==> run_1/registers.png <==
Scale bar: 50 um.
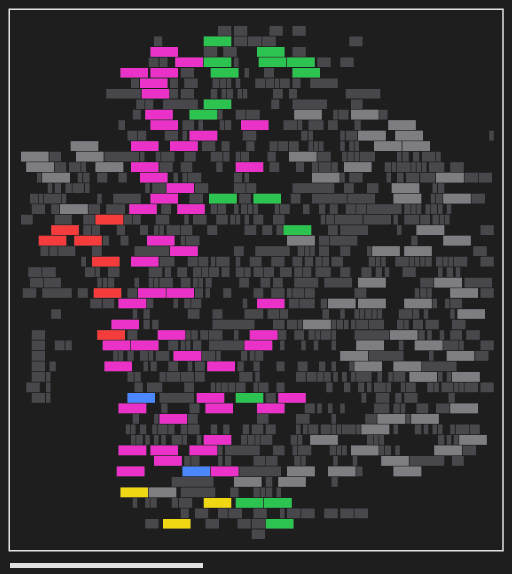
==> run_1/wire_density.png <==
The die is cut into 26 by 28 equal tiles; dark blue is low, red is high, scaled to the fullest tile. Values are wire area over tile area, all layers added.
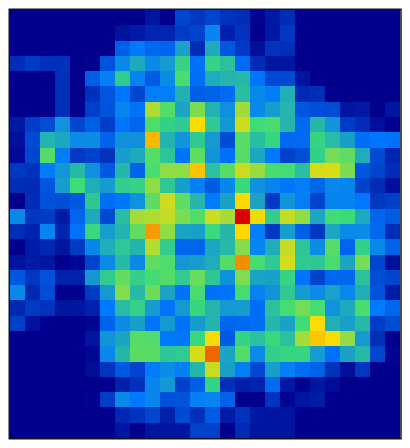
==> run_1/final_placement.png <==
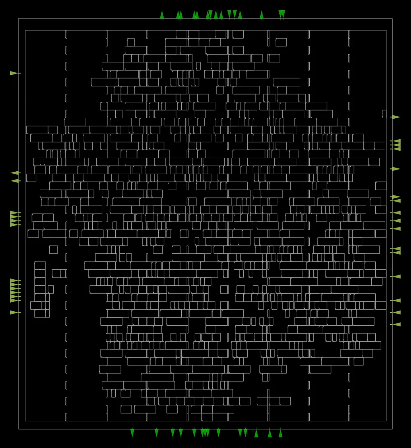
**config.mk**
```make
export PLATFORM = sky130hd
export DESIGN_NAME = xadc_wiz_flat
export DESIGN_NICKNAME = d
export VERILOG_FILES = /design/src/rtl/xadc_wiz_pkg.sv /design/src/rtl/xadc_wiz_if.sv /design/src/rtl/xadc_wiz_drp_regfile.sv /design/src/rtl/xadc_wiz.sv /design/src/flat_wrapper.sv
export SDC_FILE = /design/constraint.sdc
export NUM_CORES = 1
export LEC_CHECK = 0
export ABC_AREA = 0
export ABC_CLOCK_PERIOD_IN_PS = 2400
export CAP_MARGIN = 20
export CORE_ASPECT_RATIO = 1.1
export CORE_MARGIN = 2
export CORE_UTILIZATION = 35
export DETAILED_ROUTE_END_ITERATION = 10
export HOLD_SLACK_MARGIN = 0.05
export PLACE_DENSITY = 0.59
export SYNTH_ARGS = -nofsm -noshare
export SYNTH_HDL_FRONTEND = slang
export SYNTH_SLANG_ARGS = --single-unit
```
**constraint.sdc**
```tcl
create_clock -name dclk_in -period 2.4 [get_ports dclk_in]
set_clock_uncertainty 0.1 [all_clocks]
set_input_delay 0.48 -clock dclk_in [delete_from_list [all_inputs] [get_ports dclk_in]]
set_output_delay 0.48 -clock dclk_in [all_outputs]
set_load 0.03 [all_outputs]
```
**src/rtl/xadc_wiz_pkg.sv**
```systemverilog
// Shared constants and types for the XADC behavioural model: channel numbers,
// DRP register addresses and the three-entry sequence index.
package xadc_wiz_pkg;

    localparam int CODE_W = 12;

    localparam logic [4:0] CH_VPVN   = 5'd3;
    localparam logic [4:0] CH_VAUX6  = 5'd22;
    localparam logic [4:0] CH_VAUX14 = 5'd30;

    localparam logic [6:0] ADDR_VPVN   = 7'h03;
    localparam logic [6:0] ADDR_VAUX6  = 7'h16;
    localparam logic [6:0] ADDR_VAUX14 = 7'h1E;
    localparam logic [6:0] ADDR_CFG0   = 7'h40;
    localparam logic [6:0] ADDR_CFG1   = 7'h41;
    localparam logic [6:0] ADDR_CFG2   = 7'h42;

    typedef logic [1:0] seq_idx_t;
    localparam seq_idx_t SEQ_LAST = 2'd2;

    function automatic logic [4:0] seq_channel(input seq_idx_t idx);
        case (idx)
            2'd0:    return CH_VPVN;
            2'd1:    return CH_VAUX6;
            default: return CH_VAUX14;
        endcase
    endfunction

endpackage

```
**src/rtl/xadc_wiz_if.sv**
```systemverilog
// DRP register port bundle; master drives requests, slave answers one cycle later.
// No backpressure: a new request may coincide with the previous drdy_out.
interface xadc_wiz_if;
    logic [6:0]  daddr_in;
    logic        den_in;
    logic        dwe_in;
    logic [15:0] di_in;
    logic [15:0] do_out;
    logic        drdy_out;

    modport master (output daddr_in, den_in, dwe_in, di_in, input do_out, drdy_out);
    modport slave  (input daddr_in, den_in, dwe_in, di_in, output do_out, drdy_out);
endinterface

```
**src/rtl/xadc_wiz_drp_regfile.sv**
```systemverilog
// Status/config storage with DRP decode; drdy_out one cycle after den_in, reads see
// this cycle's updates. No backpressure: every request is answered.
module xadc_drp_regfile
    import xadc_wiz_pkg::*;
(
    input  logic              clk_i,
    input  logic              rst_i,
    input  logic              upd_vld_i,
    input  seq_idx_t          upd_idx_i,
    input  logic [CODE_W-1:0] upd_code_i,
    xadc_wiz_if.slave         drp
);

    logic [2:0][15:0] stat_q, stat_d;
    logic [2:0][15:0] cfg_q, cfg_d;
    logic [15:0]      do_q, do_d;
    logic             drdy_q, drdy_d;
    logic [15:0]      rd_dat;

    always_comb begin
        stat_d = stat_q;
        cfg_d  = cfg_q;
        if (upd_vld_i) begin
            case (upd_idx_i)
                2'd0:    stat_d[0] = {upd_code_i, 4'h0};
                2'd1:    stat_d[1] = {upd_code_i, 4'h0};
                default: stat_d[2] = {upd_code_i, 4'h0};
            endcase
        end
        // Writes to status or unmapped addresses fall through and are dropped.
        if (drp.den_in && drp.dwe_in) begin
            case (drp.daddr_in)
                ADDR_CFG0: cfg_d[0] = drp.di_in;
                ADDR_CFG1: cfg_d[1] = drp.di_in;
                ADDR_CFG2: cfg_d[2] = drp.di_in;
                default:   ;
            endcase
        end
    end

    // Read from next-state so a read landing on the update edge sees the new code.
    always_comb begin
        rd_dat = 16'h0000;
        case (drp.daddr_in)
            ADDR_VPVN:   rd_dat = stat_d[0];
            ADDR_VAUX6:  rd_dat = stat_d[1];
            ADDR_VAUX14: rd_dat = stat_d[2];
            ADDR_CFG0:   rd_dat = cfg_d[0];
            ADDR_CFG1:   rd_dat = cfg_d[1];
            ADDR_CFG2:   rd_dat = cfg_d[2];
            default:     rd_dat = 16'h0000;
        endcase
    end

    always_comb begin
        drdy_d = drp.den_in;
        do_d   = do_q;
        if (drp.den_in && !drp.dwe_in) begin
            do_d = rd_dat;
        end
    end

    always_ff @(posedge clk_i) begin
        if (rst_i) begin
            stat_q <= '0;
            cfg_q  <= '0;
            do_q   <= '0;
            drdy_q <= 1'b0;
        end else begin
            stat_q <= stat_d;
            cfg_q  <= cfg_d;
            do_q   <= do_d;
            drdy_q <= drdy_d;
        end
    end

    assign drp.do_out   = do_q;
    assign drp.drdy_out = drdy_q;

endmodule

```
**src/rtl/xadc_wiz.sv**
```systemverilog
// Three-channel density-measurement ADC model: 2^CONV_LOG2 window cycles + 1 update
// cycle per channel, eoc_out/eos_out one cycle after the update. No backpressure.
module xadc_wiz
    import xadc_wiz_pkg::*;
#(
    parameter int CONV_LOG2 = 6
) (
    input  logic       dclk_in,
    input  logic       reset_in,
    xadc_wiz_if.slave  drp,
    input  logic       vp_in,
    input  logic       vn_in,
    input  logic       vauxp6,
    input  logic       vauxn6,
    input  logic       vauxp14,
    input  logic       vauxn14,
    output logic       busy_out,
    output logic       eoc_out,
    output logic       eos_out,
    output logic [4:0] channel_out,
    output logic       alarm_out
);

    localparam int CNT_W = CONV_LOG2 + 1;

    logic [CNT_W-1:0]  cnt_q, cnt_d;
    logic [12:0]       acc_q, acc_d;
    seq_idx_t          idx_q, idx_d;
    logic              eoc_q, eoc_d;
    logic              eos_q, eos_d;
    logic [4:0]        ch_q, ch_d;
    logic              in_upd;
    logic              smp;
    logic [12:0]       scaled;
    logic [CODE_W-1:0] code;

    // The counter reaches exactly 2^CONV_LOG2 only in the update cycle.
    assign in_upd = cnt_q[CONV_LOG2];

    always_comb begin
        case (idx_q)
            2'd0:    smp = vp_in & ~vn_in;
            2'd1:    smp = vauxp6 & ~vauxn6;
            default: smp = vauxp14 & ~vauxn14;
        endcase
    end

    // A full-scale window scales to 4096, which saturates to the top code.
    assign scaled = acc_q << (CODE_W - CONV_LOG2);
    assign code   = scaled[12] ? {CODE_W{1'b1}} : scaled[CODE_W-1:0];

    always_comb begin
        cnt_d = cnt_q + 1'b1;
        acc_d = acc_q + {12'd0, smp};
        idx_d = idx_q;
        eoc_d = 1'b0;
        eos_d = 1'b0;
        ch_d  = ch_q;
        if (in_upd) begin
            cnt_d = '0;
            acc_d = '0;
            idx_d = (idx_q == SEQ_LAST) ? 2'd0 : idx_q + 2'd1;
            eoc_d = 1'b1;
            eos_d = (idx_q == SEQ_LAST);
            ch_d  = seq_channel(idx_q);
        end
    end

    always_ff @(posedge dclk_in) begin
        if (reset_in) begin
            cnt_q <= '0;
            acc_q <= '0;
            idx_q <= '0;
            eoc_q <= 1'b0;
            eos_q <= 1'b0;
            ch_q  <= '0;
        end else begin
            cnt_q <= cnt_d;
            acc_q <= acc_d;
            idx_q <= idx_d;
            eoc_q <= eoc_d;
            eos_q <= eos_d;
            ch_q  <= ch_d;
        end
    end

    xadc_drp_regfile u_regfile (
        .clk_i      (dclk_in),
        .rst_i      (reset_in),
        .upd_vld_i  (in_upd),
        .upd_idx_i  (idx_q),
        .upd_code_i (code),
        .drp        (drp)
    );

    assign busy_out    = ~reset_in & ~in_upd;
    assign eoc_out     = eoc_q;
    assign eos_out     = eos_q;
    assign channel_out = ch_q;
    assign alarm_out   = 1'b0;

endmodule

```
**src/flat_wrapper.sv**
```systemverilog
// flat-port wrapper written by rule: the top's interface ports become plain ports
module xadc_wiz_flat import xadc_wiz_pkg::*;
#(
    parameter int CONV_LOG2 = 6
)
  (dclk_in, reset_in, vp_in, vn_in, vauxp6, vauxn6, vauxp14, vauxn14, busy_out, eoc_out, eos_out, channel_out, alarm_out, drp_daddr_in, drp_den_in, drp_dwe_in, drp_di_in, drp_do_out, drp_drdy_out);
  xadc_wiz_if drp_i ();
  input  logic dclk_in;
  input  logic reset_in;
  input  logic vp_in;
  input  logic vn_in;
  input  logic vauxp6;
  input  logic vauxn6;
  input  logic vauxp14;
  input  logic vauxn14;
  output logic busy_out;
  output logic eoc_out;
  output logic eos_out;
  output logic [4:0] channel_out;
  output logic alarm_out;
  input wire logic [$bits(drp_i.daddr_in)-1:0] drp_daddr_in;
  input wire logic [$bits(drp_i.den_in)-1:0] drp_den_in;
  input wire logic [$bits(drp_i.dwe_in)-1:0] drp_dwe_in;
  input wire logic [$bits(drp_i.di_in)-1:0] drp_di_in;
  output wire logic [$bits(drp_i.do_out)-1:0] drp_do_out;
  output wire logic [$bits(drp_i.drdy_out)-1:0] drp_drdy_out;
  assign drp_i.daddr_in = drp_daddr_in;
  assign drp_i.den_in = drp_den_in;
  assign drp_i.dwe_in = drp_dwe_in;
  assign drp_i.di_in = drp_di_in;
  assign drp_do_out = drp_i.do_out;
  assign drp_drdy_out = drp_i.drdy_out;
  xadc_wiz #(.CONV_LOG2(CONV_LOG2)) u_core (.dclk_in(dclk_in), .reset_in(reset_in), .drp(drp_i), .vp_in(vp_in), .vn_in(vn_in), .vauxp6(vauxp6), .vauxn6(vauxn6), .vauxp14(vauxp14), .vauxn14(vauxn14), .busy_out(busy_out), .eoc_out(eoc_out), .eos_out(eos_out), .channel_out(channel_out), .alarm_out(alarm_out));
endmodule
```
==> run_results.csv, run 1 <==
group,metric,value,unit
outcome,run_status,"finished, final reports clean",
grt,groute.layer.met2.usage,31.72,%
cells_and_area,design_area,7635,um^2
yosys,cell_with_the_most_instances_after_synthesis,"sky130_fd_sc_hd__dfxtp_1",
yosys,common_cells,"sky130_fd_sc_hd__dfxtp_1, sky130_fd_sc_hd__nand2_1, sky130_fd_sc_hd__nor2_1",
grt,globalRoute.busiestLayer,"met2",
routing,top_signal_layer_used,"met4",
timing,report.final.hold_viol_count,0,
worst_setup_path,slowest_delay,0.74,ns
yosys,postSynth.topFlopCell,"sky130_fd_sc_hd__dfxtp_1",
cts,cts.hold.buffers_added,0,
yosys,post_synthesis_xor_xnor_area_fraction,1.487,%
cells_and_area,layout.non_clock_inverters,3,
cts,cts_tree,"done",
placed_design,placedCellCount,959,
yosys,avgSynthCellArea,8.546,um^2
die,initCoreUtil,35.84,%
cells_and_area,nonClockBufferCount,117,
cells_and_area,comb.multi_input.count,501,
yosys,ys_types,64,
worst_setup_path,r2r-end,"u_core.u_regfile.drp.do_out[11]",
worst_setup_path,crit_slowest_cell,"sky130_fd_sc_hd__clkdlybuf4s50_1",
grt,groute.layer.met3.usage,4.736,%
die,core,16430,um^2
cells_and_area,finish.net_count,810,
yosys,synth_cells,689,
worst_setup_path,reg2reg_setup_slack,0.29,ns
routing,met2_wirelength,7.986,mm
power_and_ir_drop,portion_of_total_power_attributed_to_sequential_cells,42.0,%
routing,wl_met1,7.060,mm
cts,clk_root_buffer_cell,"sky130_fd_sc_hd__clkbuf_16",
die,floorplan.die_area,17880,um^2
worst_hold_path,hold_depth,3,
cts,clock_buffers_created_by_tritoncts,17,
yosys,synthesis.yosys.warnings,0,
worst_setup_path,regToRegStartpoint,"u_core.idx_q[1]",
yosys,mux_share,8.372,%
power_and_ir_drop,comb-power,322,uW
worst_setup_path,crit_start,"u_core.idx_q[0]",
grt,global_route.usage.met1,21.89,%
yosys,total_standard_cell_area_after_synthesis,5888,um^2
grt,gr-usage-all-layers,18.53,%
worst_setup_path,critical-path-top-delay-family,"buffers and inverters",
cells_and_area,layout_top_cells_excl_fill_tap,"sky130_fd_sc_hd__dfxtp_1, sky130_fd_sc_hd__nand2_1, sky130_fd_sc_hd__nor2_1",
yosys,synthSimpleGateAreaFrac,23.16,%
routing,drtAntennaViolNets,0,
yosys,synth-cells-yosys,689,
power_and_ir_drop,total_power,5.343,mW
timing,setup_repair_after_global_routing_missed_its_margin,"false",
cts,ctsLongestPathBuffers,2,
worst_setup_path,critPathMaxFanout,8,
yosys,syn-num-nets,725,
worst_setup_path,cp.arrival,1.67,ns
cells_and_area,number_of_clock_buffer_instances_in_the_layout,18,
routing,initialDrtViolationCount,350,
power_and_ir_drop,clock_power_share,51.9,%
cells_and_area,drive_gt1_share,16.52,%
timing,timing.final.crit_period,2.248,ns
job,number_of_warnings_in_the_stage_logs,26,
yosys,yosysChipArea,5888,um^2
yosys,edf_count,0,
placed_design,place.gp.congestion,0.8549,
worst_setup_path,worstPathBufferInverterCount,1,
grt,number_of_antenna_violations_at_the_first_check_in_global_routing,0,
timing,finalHoldWorstSlack,0.2868,ns
power_and_ir_drop,total_switching_power,1.186,mW
cells_and_area,insertedDiodeCount,0,
cts,cts_num_sinks,134,
cts,cts_repair_resize_count,1,
routing,vias,5105,
worst_hold_path,timing.hold.worst.start,"reset_in",
cells_and_area,data_buffer_area_share,14.80,%
worst_setup_path,timing.setup.critical_path_class,"flip-flop to primary output",
cells_and_area,dominant-cell-class,"logic gates",
placed_design,pre_cts_ws,-0.2158,ns
cells_and_area,layout.cells.most_common,"sky130_fd_sc_hd__dfxtp_1",
worst_setup_path,startpoint_type,"flip-flop",
power_and_ir_drop,power.static_leakage,2.877,nW
timing,fin_tns_setup,0,ns
timing,timing_max_transition_violations_final,0,
routing,route.detailed.drc,0,
timing,worstMarginPinSlew,0.7476,ns
cts,clkSlewWorstSetupHoldPaths,0.06,ns
placed_design,placedInstanceArea,6999,um^2
timing,worst_slack,0.1525,ns
timing,fmax,444.9,MHz
cts,clock_latency,0.42,ns
timing,post-route-period-util,93.65,%
routing,viasPerCell,5.151,
yosys,async_reset_ff_share,0,%
routing,drt_pass1_iterations,5,
worst_setup_path,crit_path_cell_trace,"clkdlybuf4s50_1",
power_and_ir_drop,p_int,4.158,mW
Notes on registers.png above:
- u_core.u_regfile.drp.do_out: green (placed flops 16)
- u_core.u_regfile.stat_q: magenta (placed flops 48)
- u_core.idx_q: blue (placed flops 2)
- u_core.channel_out: yellow (placed flops 3)
- u_core.acc_q: red (placed flops 7; where middle left)
- not coloured: 58
Seq/total area: 35.14%
Storage cell area: 2683 um^2
sequential cell power: 2.25 mW
Final Core Density: 46.47%

Notes on wire_density.png above:
- nearly empty tiles: 23%
- tiles over half the peak: 13%
- fullest tile: 0.61
- emptiest ninth of the die: lower left
- mean over tiles: 0.14

Notes on final_placement.png above:
final non-filler cell total: 991
number of tapcells: 204
row count: 49
number of sequential storage elements: 134
number of fill cells in the layout: 1593

==> run 1 -> run 2 <==
Settings changed: CORE_UTILIZATION 35 to 57, PLACE_DENSITY 0.59 to 0.86, SKIP_LAST_GASP set to 1.
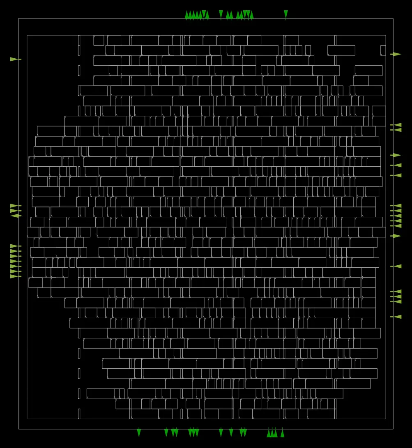
(run_2/final_placement.png)
number of tapcells: 120
number of fill cells in the layout: 678
final non-filler cell total: 894

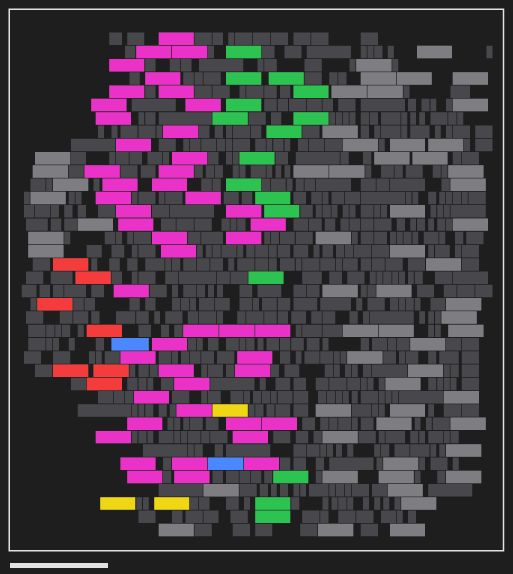
(run_2/registers.png)
Scale bar: 20 um.
- u_core.u_regfile.stat_q: magenta (placed flops 48)
- u_core.acc_q: red (placed flops 7; where middle left)
- u_core.u_regfile.drp.do_out: green (placed flops 16)
- u_core.channel_out: yellow (placed flops 3)
- u_core.idx_q: blue (placed flops 2)
- not coloured: 58
Seq/total area: 36.62%
Storage cell area: 2684 um^2
Final Core Density: 73.40%

==> run 2 against run 1 <==
Area after synthesis is the same; clock-buffer cell count down 1; non-clock buffer count shrank 13; critical path depth grew 2; global-route usage rose by 12 points; sequential power hardly changed; core utilization increased by 27 points; critical path type unchanged; largest cell class unchanged.
==> run_results.csv, run 2 <==
group,metric,value,unit
routing,top_signal_layer_used,"met4",
yosys,cell_with_the_most_instances_after_synthesis,"sky130_fd_sc_hd__dfxtp_1",
yosys,avgSynthCellArea,8.546,um^2
worst_setup_path,crit_slowest_cell,"sky130_fd_sc_hd__dlygate4sd2_1",
cells_and_area,data_buffer_area_share,13.39,%
placed_design,placedCellCount,862,
power_and_ir_drop,total_power,5.098,mW
power_and_ir_drop,total_switching_power,1.228,mW
cts,cts_tree,"done",
cells_and_area,finish.net_count,797,
worst_setup_path,reg2reg_setup_slack,0.16,ns
worst_setup_path,crit_start,"u_core.cnt_q[6]",
power_and_ir_drop,power_top_consumer,"the clock network",
power_and_ir_drop,comb-power,306,uW
yosys,yosysChipArea,5888,um^2
cts,cts_num_sinks,134,
yosys,ys_types,64,
grt,number_of_antenna_violations_at_the_first_check_in_global_routing,0,
yosys,synth_cells,689,
grt,global_route.usage.met1,34.26,%
worst_setup_path,regToRegStartpoint,"u_core.idx_q[0]",
routing,initialDrtViolationCount,471,
cts,clock_buffers_created_by_tritoncts,17,
cells_and_area,layout.cells.most_common,"sky130_fd_sc_hd__dfxtp_1",
cells_and_area,layout_top_cells_excl_fill_tap,"sky130_fd_sc_hd__dfxtp_1, sky130_fd_sc_hd__nand2_1, sky130_fd_sc_hd__nor2_1",
die,top_level_ports,59,
die,rows,38,
timing,post-route-period-util,93.41,%
cells_and_area,drive_gt1_share,15.25,%
yosys,postSynth.topFlopCell,"sky130_fd_sc_hd__dfxtp_1",
routing,viasPerCell,6.034,
timing,fin_tns_setup,0,ns
worst_setup_path,r2r-end,"u_core.u_regfile.drp.do_out[12]",
cells_and_area,layout.non_clock_inverters,3,
worst_hold_path,timing.hold.worst.start,"reset_in",
timing,worstMarginPinSlew,0.6417,ns
power_and_ir_drop,power.static_leakage,2.769,nW
cells_and_area,nonClockBufferCount,104,
cts,clk_root_buffer_cell,"sky130_fd_sc_hd__clkbuf_8",
routing,drtAntennaViolNets,0,
cells_and_area,design_area,7328,um^2
die,core,9985,um^2
cts,cts_repair_resize_count,2,
placed_design,pre_cts_ws,-0.1178,ns
power_and_ir_drop,peakVddDrop,533.7,uV
worst_setup_path,timing.setup.critical_path_class,"flip-flop to primary output",
power_and_ir_drop,seq_cell_power,2.25,mW
outcome,run_status,"finished, final reports clean",
power_and_ir_drop,p_int,3.870,mW
yosys,async_reset_ff_share,0,%
worst_setup_path,cp.arrival,1.66,ns
yosys,post_synthesis_xor_xnor_area_fraction,1.487,%
grt,gr-usage-all-layers,30.36,%
routing,vias,5394,
cts,clock_latency,0.54,ns
yosys,mux_share,8.372,%
yosys,synth-cells-yosys,689,
worst_setup_path,worstPathBufferInverterCount,2,
grt,groute.layer.met3.usage,8.861,%
cts,clkSlewWorstSetupHoldPaths,0.06,ns
timing,finalHoldWorstSlack,0.3014,ns
timing,setup_repair_after_global_routing_missed_its_margin,"false",
yosys,synthesis.yosys.warnings,0,
die,floorplan.die_area,11160,um^2
grt,globalRoute.busiestLayer,"met2",
routing,wl_met1,6.317,mm
yosys,syn-num-nets,725,
yosys,synthSimpleGateAreaFrac,23.16,%
timing,timing_max_transition_violations_final,0,
placed_design,place.port_buffers,57,
timing,report.final.hold_viol_count,0,
die,initCoreUtil,58.97,%
cells_and_area,number_of_sequential_storage_elements,134,
routing,met2_wirelength,8.168,mm
timing,fmax,446.1,MHz
placed_design,place.gp.congestion,0.9348,
worst_hold_path,hold_depth,4,
worst_setup_path,critPathMaxFanout,4,
worst_setup_path,slowest_delay,0.41,ns
worst_setup_path,critical-path-top-delay-family,"buffers and inverters",
cts,ctsLongestPathBuffers,2,
routing,route.detailed.drc,0,
power_and_ir_drop,portion_of_total_power_attributed_to_sequential_cells,44.1,%
placed_design,placedInstanceArea,6746,um^2
==> run_2/drive_strength.png <==
Scale bar: 20 um.
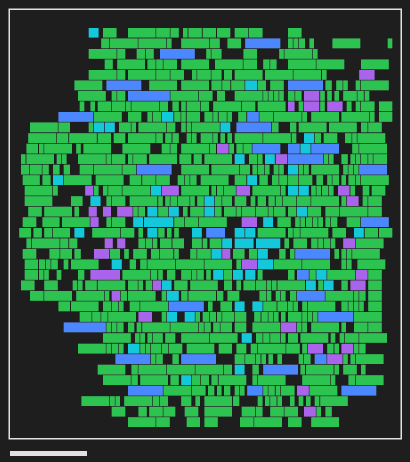

==> run 2 -> run 3 <==
Settings changed: MAX_ROUTING_LAYER set to met4.
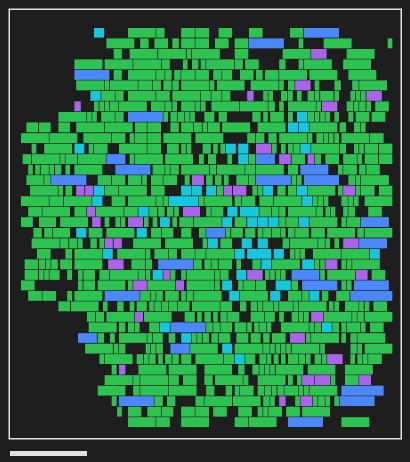
(run_3/drive_strength.png)
Scale bar: 20 um.
- drive 3 to 4: cyan (cells 52; share 6.7%)
- drive 2: purple (cells 39; share 5.0%)
- drive 6 and up: blue (cells 27; share 3.5%)
- drive 1 or less: green (cells 659; share 85%)
final worst-path setup slack: 0.1426 ns
Layout area overhead: 24.48%
Post-Layout Inst Area: 7330 um^2

==> run 3 against run 2 <==
First-iteration DRC count shrank 26%; sequential share of layout area is essentially flat; maximum frequency shrank 0.69%; die size is the same; synthesized cell count is the same; combinational power is essentially flat; worst hold slack gained 0.0020 ns; via count shrank 0.57%; routed wire length shrank 2.9%; global-route usage shrank 0.51 points; critical endpoint unchanged.
==> run_results.csv, run 3 <==
group,metric,value,unit
cts,clock_latency,0.55,ns
timing,fmax,443.0,MHz
yosys,total_standard_cell_area_after_synthesis,5888,um^2
power_and_ir_drop,clock_power_share,49.7,%
worst_setup_path,critPathMaxFanout,4,
timing,finalHoldWorstSlack,0.3034,ns
worst_setup_path,timing.setup.critical_path_class,"flip-flop to primary output",
grt,globalRoute.busiestLayer,"met2",
timing,timing_max_transition_violations_final,0,
timing,post-route-period-util,94.06,%
power_and_ir_drop,clockNetworkPower,2.53,mW
timing,setup_repair_after_global_routing_missed_its_margin,"false",
routing,initialDrtViolationCount,350,
power_and_ir_drop,seq_cell_power,2.25,mW
yosys,common_cells,"sky130_fd_sc_hd__dfxtp_1, sky130_fd_sc_hd__nand2_1, sky130_fd_sc_hd__nor2_1",
power_and_ir_drop,p_int,3.950,mW
cells_and_area,layout.cells.most_common,"sky130_fd_sc_hd__dfxtp_1",
cells_and_area,dominant-cell-class,"logic gates",
worst_setup_path,cp.arrival,1.68,ns
die,top_level_ports,59,
worst_hold_path,timing.hold.worst.start,"reset_in",
cts,cts.hold.buffers_added,0,
yosys,synthesis.yosys.warnings,0,
worst_setup_path,worstPathBufferInverterCount,2,
yosys,synth-cells-yosys,689,
outcome,run_status,"finished, final reports clean",
cts,cts_num_sinks,134,
timing,fin_tns_setup,0,ns
power_and_ir_drop,power_top_consumer,"the clock network",
cells_and_area,layout.non_clock_inverters,3,
yosys,avgSynthCellArea,8.546,um^2
routing,met2_wirelength,7.962,mm
timing,timing.final.crit_period,2.257,ns
yosys,post_synthesis_xor_xnor_area_fraction,1.487,%
cells_and_area,finish.net_count,800,
worst_setup_path,crit_path_cell_trace,"or2_2, inv_1, dlygate4sd2_1",
timing,report.final.hold_viol_count,0,
grt,groute.layer.met3.usage,7.152,%
routing,vias,5363,
worst_setup_path,timing.critical_path.to_type,"primary output",
power_and_ir_drop,peakVddDrop,658.0,uV
power_and_ir_drop,power.static_leakage,2.790,nW
cts,clock_buffers_created_by_tritoncts,17,
placed_design,place.port_buffers,57,
cts,cts_tree,"done",
cells_and_area,number_of_sequential_storage_elements,134,
placed_design,placedCellCount,865,
placed_design,place.gp.congestion,0.9588,
power_and_ir_drop,comb-power,305,uW
die,floorplan.die_area,11160,um^2
cells_and_area,drive_gt1_share,15.19,%
die,well_tap_count,120,
timing,worstMarginPinSlew,0.5958,ns
grt,number_of_antenna_violations_at_the_first_check_in_global_routing,0,
routing,viasPerCell,5.979,
cells_and_area,nonClockBufferCount,107,
die,rows,38,
yosys,async_reset_ff_share,0,%
power_and_ir_drop,total_power,5.077,mW
worst_setup_path,crit_start,"u_core.cnt_q[6]",
placed_design,pre_cts_ws,-0.1406,ns
cells_and_area,comb.multi_input.count,501,
grt,gr-usage-all-layers,29.85,%
grt,groute.layer.met2.usage,48.27,%
cells_and_area,insertedDiodeCount,0,
yosys,syn-num-nets,725,
yosys,ys_types,64,
routing,drtAntennaViolNets,0,
cts,cts_repair_resize_count,2,
die,core,9985,um^2
placed_design,placedInstanceArea,6756,um^2
cells_and_area,data_buffer_area_share,13.52,%
worst_hold_path,hold_depth,4,
worst_setup_path,startpoint_type,"flip-flop",
routing,top_signal_layer_used,"met4",
yosys,mux_share,8.372,%
cells_and_area,instances_no_fill,897,
worst_setup_path,regToRegStartpoint,"u_core.idx_q[1]",
job,number_of_warnings_in_the_stage_logs,26,
cells_and_area,number_of_clock_buffer_instances_in_the_layout,23,
die,initCoreUtil,58.97,%
die,die_y,110.6,um
yosys,edf_count,0,
worst_setup_path,r2r-end,"u_core.u_regfile.drp.do_out[4]",
worst_setup_path,reg2reg_setup_slack,0.15,ns
cts,ctsLongestPathBuffers,2,
yosys,synth_cells,689,
routing,route.detailed.drc,0,
cts,clk_root_buffer_cell,"sky130_fd_sc_hd__clkbuf_8",
yosys,postSynth.topFlopCell,"sky130_fd_sc_hd__dfxtp_1",
power_and_ir_drop,total_switching_power,1.127,mW
power_and_ir_drop,portion_of_total_power_attributed_to_sequential_cells,44.3,%
cells_and_area,layout_top_cells_excl_fill_tap,"sky130_fd_sc_hd__dfxtp_1, sky130_fd_sc_hd__nand2_1, sky130_fd_sc_hd__nor2_1",
worst_setup_path,slowest_delay,0.41,ns
cts,h-tree-depth,4,
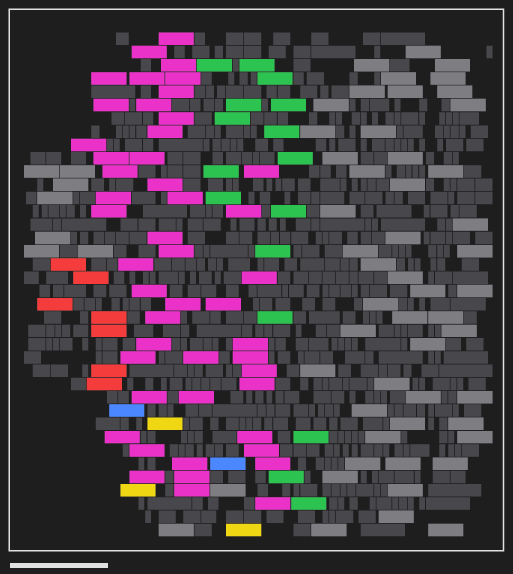
(run_3/registers.png)
Scale bar: 20 um.
- u_core.u_regfile.stat_q: magenta (placed flops 48)
- u_core.channel_out: yellow (placed flops 3)
- u_core.idx_q: blue (placed flops 2)
- u_core.acc_q: red (placed flops 7; where middle left)
- u_core.u_regfile.drp.do_out: green (placed flops 16)
Seq/total area: 36.60%
Storage cell area: 2683 um^2
Final Core Density: 73.41%


==> screenshots <==
Clock distribution.
picture 1
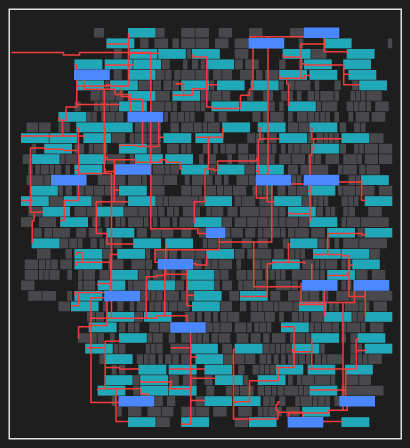
picture 2
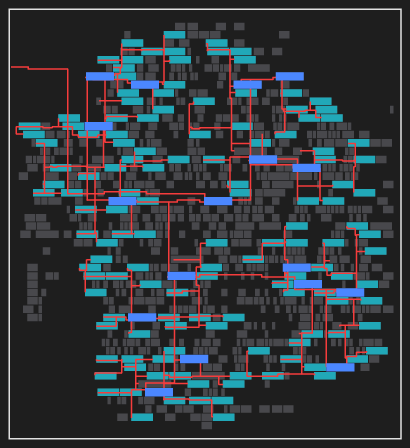
picture 1: run 3
picture 2: run 1

Key to picture 2:
- clock wires: red (length 1650 um)
- flip-flops: cyan (count 134)
- cells driving clock nets: blue (count 17)
- routed clock nets: 18

Power figures rest on the tool's default switching activity, not on a simulated workload.
